--- src/rtl/pwm_peripheral.sv ---
// pwm_peripheral: drives 16 output pins from the SPI register file
// configuration. Each pin is held low, driven static high, or follows one
// shared 8-bit PWM waveform. The duty cycle is double-buffered so that a new
// value only takes effect at a period boundary.

module pwm_peripheral #(
  parameter int unsigned CLK_DIV = 13
) (
  input  logic        clk,
  input  logic        rst,
  input  logic [7:0]  en_reg_out_7_0,
  input  logic [7:0]  en_reg_out_15_8,
  input  logic [7:0]  en_reg_pwm_7_0,
  input  logic [7:0]  en_reg_pwm_15_8,
  input  logic [7:0]  pwm_duty_cycle,
  output logic [15:0] out,
  output logic        period_start
);

  // With CLK_DIV == 1 the terminal count is 0, so the prescaler stays at 0
  // and every cycle is a tick.
  localparam logic [15:0] DIV_LAST = 16'(CLK_DIV - 1);

  logic [15:0] prescaler;
  logic [7:0]  pwm_cnt;
  logic [7:0]  duty_active;
  logic        tick;
  logic        wrap;
  logic        pwm_raw;
  logic [15:0] en_out;
  logic [15:0] en_pwm;

  assign en_out  = {en_reg_out_15_8, en_reg_out_7_0};
  assign en_pwm  = {en_reg_pwm_15_8, en_reg_pwm_7_0};
  assign tick    = (prescaler == DIV_LAST);
  assign wrap    = tick && (pwm_cnt == 8'hFF);
  // Full scale is special-cased so 0xFF stays high with no one-tick gap.
  assign pwm_raw = (duty_active == 8'hFF) || (pwm_cnt < duty_active);

  // Prescaler: divides the system clock down to one PWM tick per CLK_DIV clocks.
  always_ff @(posedge clk or posedge rst) begin
    if (rst) begin
      prescaler <= '0;
    end else if (tick) begin
      prescaler <= '0;
    end else begin
      prescaler <= prescaler + 16'd1;
    end
  end

  // Period counter and duty shadow: the duty request is only latched on wrap.
  always_ff @(posedge clk or posedge rst) begin
    if (rst) begin
      pwm_cnt     <= '0;
      duty_active <= '0;
    end else if (tick) begin
      pwm_cnt <= pwm_cnt + 8'd1;
      if (pwm_cnt == 8'hFF) begin
        duty_active <= pwm_duty_cycle;
      end
    end
  end

  // Period marker: one-cycle pulse in the first cycle of each new period.
  always_ff @(posedge clk or posedge rst) begin
    if (rst) begin
      period_start <= 1'b0;
    end else begin
      period_start <= wrap;
    end
  end

  // Registered pin mux: output enable gates everything, PWM mode selects waveform.
  always_ff @(posedge clk or posedge rst) begin
    if (rst) begin
      out <= '0;
    end else begin
      out <= en_out & (~en_pwm | {16{pwm_raw}});
    end
  end

endmodule

--- config.mk ---
export PLATFORM = sky130hd
export DESIGN_NAME = pwm_peripheral
export DESIGN_NICKNAME = d
export VERILOG_FILES = /design/src/rtl/pwm_peripheral.sv
export SDC_FILE = /design/constraint.sdc
export NUM_CORES = 1
export LEC_CHECK = 0
export CELL_PAD_IN_SITES_DETAIL_PLACEMENT = 0
export CELL_PAD_IN_SITES_GLOBAL_PLACEMENT = 2
export CORE_MARGIN = 2
export CORE_UTILIZATION = 31
export CTS_CLUSTER_DIAMETER = 30
export DETAILED_ROUTE_END_ITERATION = 8
export GPL_TIMING_DRIVEN = 0
export PLACE_DENSITY = 0.81
export SLEW_MARGIN = 20
export SYNTH_ARGS = -nofsm -noshare
export SYNTH_HDL_FRONTEND = slang
export SYNTH_SLANG_ARGS = --single-unit
--- constraint.sdc ---
create_clock -name clk -period 2.4 [get_ports clk]
set_input_delay 0.36 -clock clk [delete_from_list [all_inputs] [get_ports clk]]
set_output_delay 0.36 -clock clk [all_outputs]
set_load 0.005 [all_outputs]
**Run 1: track usage over the die**

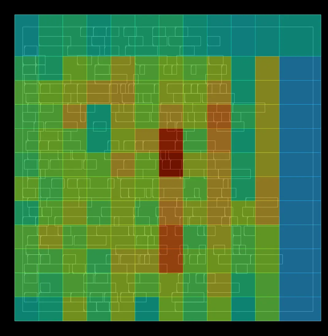
grt met1 use: 0.153
M2 GR Usage: 0.177

**Run 1: port wiring**

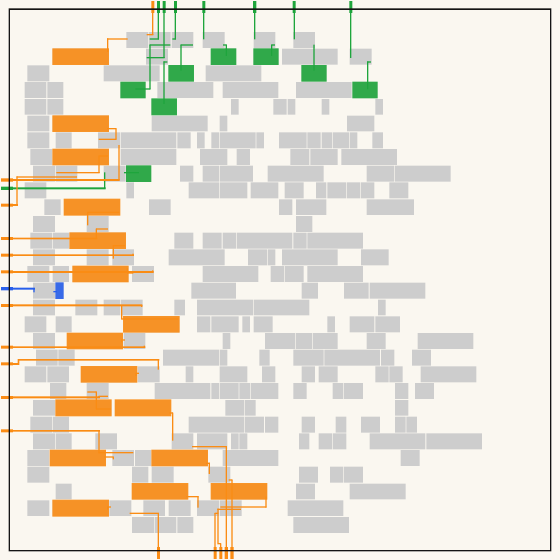
legend:
  rst:
    color: blue
    bits: 1
    direction: input
    end_cells: 1
    buffers: 1
    wire: 4.40 um
  pwm_duty_cycle:
    color: green
    bits: 8
    direction: input
    end_cells: 8
    buffers: 8
    wire: 99.4 um
  out:
    color: orange
    bits: 16
    direction: output
    end_cells: 16
    buffers: 16
    wire: 346 um

**Run 1: placed cells, one color a class**

The bar under the picture is 20 um long.
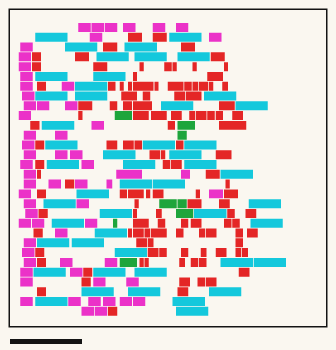
legend:
  other buffers and delay cells:
    color: magenta
    cells: 62
    share_of_their_area: 22%
  clock drivers and dummy loads:
    color: green
    cells: 8
    share_of_their_area: 3.1%
  flops:
    color: cyan
    cells: 49
    share_of_their_area: 43%
  combinational and other logic:
    color: red
    cells: 121
    share_of_their_area: 32%

**Run 1: routed metal per tile**

The bar under the picture is 20 um long. The die is cut into 18 by 18 equal tiles; dark purple is low, yellow is high, scaled to the fullest tile. Values are wire area over tile area, all layers added.
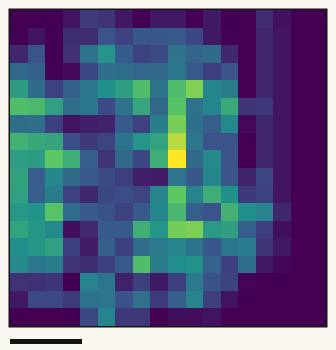
emptiest ninth of the die: upper right
densest ninth of the die: center
nearly empty tiles: 22%

==> impl_metrics.csv, run 1 <==
group,metric,value,unit
cells_and_area,largest_class,"registers",
logic_synthesis,synthCells,173,
clocking,cts_max_level,2,
cells_and_area,nClkBuffers,6,
setup_path,crit_fanout,10,
cells_and_area,final-clk-cell-share,0.0293,
clocking,cts_tree,"yes",
final_timing,fmax,501,MHz
final_timing,setup_ws,0.405,ns
cells_and_area,fin_nets,291,
hold_path,min_path_type,"input pin to asynchronous set/reset pin",
cells_and_area,n_all_inverters,11,
power,p_sw,334,uW
clocking,cts_buffers,5,
power,p_int,1150,uW
logic_synthesis,synth_flop_count,49,
detailed_routing,num_vias,1524,
detailed_routing,met3_length,380,um
cells_and_area,layout_top_cells,"clkdlybuf4s50_1, dfrtp_1, a21boi_0",
clocking,cts.sinks,49,
die,num_tap_cells,96,
cells_and_area,nFillCells,641,
power,clk-power,489,uW
logic_synthesis,synth.distinct_cells,29,
run,drv_cap,0,
logic_synthesis,synthesis.nets,225,
status,status,"finished clean",
global_route,grtUsageTotal,0.120,
cells_and_area,sh_comb_area,0.297,
place,post-dp-hpwl,3060,um
final_timing,finClkSkew,0.00607,ns
cells_and_area,buffer_area_frac,0.209,
power,swShare,0.225,
logic_synthesis,top_cells_by_area,"dfrtp_1, ha_1, mux2_2, a21boi_0, xnor2_1",
clocking,cts_setup_buffers,0,
detailed_routing,met2_length,1810,um
cells_and_area,seq_area,1230,um2
power,p_clk_frac,0.329,
final_timing,fin_crit,2.00,ns
global_route,grt_pass1_vias,1543,
final_timing,finalCritPeriodShare,0.831,
final_timing,worst_hold_slack,0.349,ns
cells_and_area,nNonClkBuffers,62,
die,row_count,30,
power,combPwrFrac,0.097,
die,core-area,6790,um2
==> run 1: through the flow <==
step	instance area [um2]	total power, uW	utilization
floorplan	2180	909	-
global placement	2880	1010	0.424
detailed placement	2900	1020	0.427
CTS	2990	1510	0.440
global route	2990	1550	0.440
finish	2990	1490	0.440
==> run 1: registers in the layout, indices dropped and copies added, names as in the netlist <==
| name | cells |
|---|---|
| duty_active | 8 |
| out | 16 |
| period_start | 1 |
| prescaler | 16 |
| pwm_cnt | 8 |
==> run 1: cell families (layout without fill, tap and decap cells) <==
kind of cell / Yosys count / count (layout) / share of synthesized area
muxes: 11 / 11 / 0.0569
AOI/OAI and AO/OA: 23 / 23 / 0.0839
buffers and inverters: 14 / 81 / 0.0299
xor gates and xnor gates: 19 / 19 / 0.0764
adders and majority gates: 10 / 10 / 0.0574
and+or+nand+nor: 47 / 47 / 0.133
DFF: 49 / 49 / 0.563
==> run 1: path summary, 6_finish.rpt <==
path                                               from                          to  cells after the start
worst min register to register  prescaler[15]$_DFF_PP0_     prescaler[15]$_DFF_PP0_                      1
worst max register to register   pwm_cnt[2]$_DFFE_PP0N_            out[5]$_DFF_PP0_                      6
min in group clk                prescaler[15]$_DFF_PP0_     prescaler[15]$_DFF_PP0_                      1
worst max-delay path             pwm_cnt[2]$_DFFE_PP0N_            out[5]$_DFF_PP0_                      6
max in group asynchronous                           rst  duty_active[4]$_DFFE_PP0P_                      3
worst min-delay path                                rst            out[6]$_DFF_PP0_                      2
==> run 1: critical path, cell delays in order (launching register included) <==
cell	delay, ns
dfrtp_1	0.46
ha_1	0.31
o21a_1	0.11
o22ai_1	0.08
o32ai_2	0.50
clkbuf_2	0.30
a21boi_0	0.12
==> inputs of run 2 (changes only) <==
==> constraint.sdc (replaced) <==
create_clock -name clk -period 1.9 [get_ports clk]
set_input_delay 0.285 -clock clk [delete_from_list [all_inputs] [get_ports clk]]
set_output_delay 0.285 -clock clk [all_outputs]
set_load 0.005 [all_outputs]
**Run 2: routed metal per tile**

The bar under the picture is 20 um long. The die is cut into 18 by 18 equal tiles; dark purple is low, yellow is high, scaled to the fullest tile. Values are wire area over tile area, all layers added.
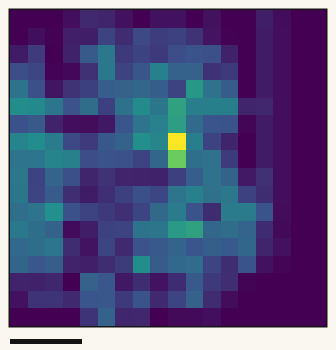
fullest tile: 0.51
densest ninth of the die: center
nearly empty tiles: 22%

**Run 2: track usage over the die**

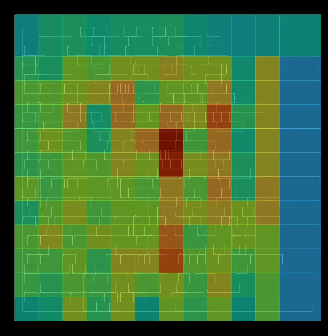
met3 Usage GRT: 0.0509
M2 GR Usage: 0.183
final core utilization: 0.457
WL/cell: 12.8 um
GR Util All Layers: 0.122

==> impl_metrics.csv, run 2 <==
group,metric,value,unit
status,status,"finished clean",
setup_path,crit_fanout,8,
setup_path,cp.depth,7,
cells_and_area,fin_nets,297,
logic_synthesis,synthesis.nets,225,
run,drv_cap,0,
detailed_routing,num_vias,1547,
detailed_routing,met3_length,381,um
clocking,cts_tree,"yes",
global_route,use_met1,0.153,
power,p_int,1460,uW
cells_and_area,design_area,3100,um2
final_timing,finalCritPeriodShare,0.952,
setup_path,max_stage_delay,0.44,ns
setup_path,path_cells,"inv_2 -> ha_4 -> nor4b_4 -> and4_1 -> buf_6 -> nand4_4 -> mux2_4",
cells_and_area,reg_top3,"out (16), prescaler (16)",
place,post-dp-hpwl,3060,um
setup_path,crit_path_start,"prescaler[0]$_DFF_PP0_",
power,combPwrFrac,0.099,
logic_synthesis,top_cells_by_area,"dfrtp_1, ha_1, mux2_2, a21boi_0, xnor2_1",
logic_synthesis,synth_flop_count,49,
setup_path,r2r_end,"duty_active[6]$_DFFE_PP0P_",
logic_synthesis,synthCells,173,
global_route,grt_pass1_vias,1563,
cells_and_area,layout_top_cells,"clkdlybuf4s50_1, dfrtp_1, a21boi_0, xnor2_1, and3_1",
detailed_routing,met2_length,1950,um
hold_path,min_path_type,"input pin to asynchronous set/reset pin",
final_timing,fmax,553,MHz
setup_path,cp_slowest_cell,"dfrtp_2",
clocking,cts_buffers,5,
-- run 2: logic make-up (layout without fill, tap and decap cells) --
group | count (synthesis) | after routing | share of synthesized area
AND-OR/OR-AND | 23 | 23 | 0.0839
XOR/XNOR | 19 | 19 | 0.0764
adder cells (fa/ha/maj) | 10 | 10 | 0.0574
buffers and inverters | 14 | 86 | 0.0299
flip-flops | 49 | 49 | 0.563
multiplexers | 11 | 11 | 0.0569
AND/OR/NAND/NOR | 47 | 48 | 0.133
-- run 2: stage by stage --
stage	setup slack (ns)	total power [uW]	utilization	hold slack (ns)
2_1_floorplan	0.214	1150	-	0.387
3_3_place_gp	-0.590	1280	0.424	0.467
3_5_place_dp	-0.132	1290	0.427	0.476
4_1_cts	-0.0168	1910	0.445	0.285
5_1_grt	-0.00952	1970	0.457	0.332
6_report	0.0910	1880	0.457	0.274
-- run 2: layout make-up --
| class | instances | area [um2] | area share |
|---|---|---|---|
| plain buffers | 3 | 26.3 | 0.00847 |
| clock buffers | 6 | 72.6 | 0.0234 |
| clock inverters | 2 | 15.0 | 0.00484 |
| inverters | 11 | 41.3 | 0.0133 |
| multi-input cells | 111 | 961 | 0.310 |
| flip-flops and latches | 49 | 1230 | 0.396 |
| well taps | 96 | 120 | 0.0387 |
| repair buffers | 64 | 638 | 0.206 |
-- run 2: power groups by stage --
stage | clock (uW) | sequential (uW) | combinational [uW]
global route | 677 | 1080 | 207
detailed placement | 0 | 1100 | 186
floorplan | 0 | 1100 | 47.7
global placement | 0 | 1100 | 179
CTS | 645 | 1080 | 190
finish | 618 | 1080 | 187
-- run 2: what timing repair did --
| action | CTS | global route |
|---|---|---|
| gates resized | 4 | 7 |
| pin swaps | 1 | 3 |
| gates cloned | 0 | 1 |
| endpoints found under the setup margin | 18 | 22 |
| buffers inserted | 1 | 4 |
No activity file was given, so power comes from the tool's default toggle rates.
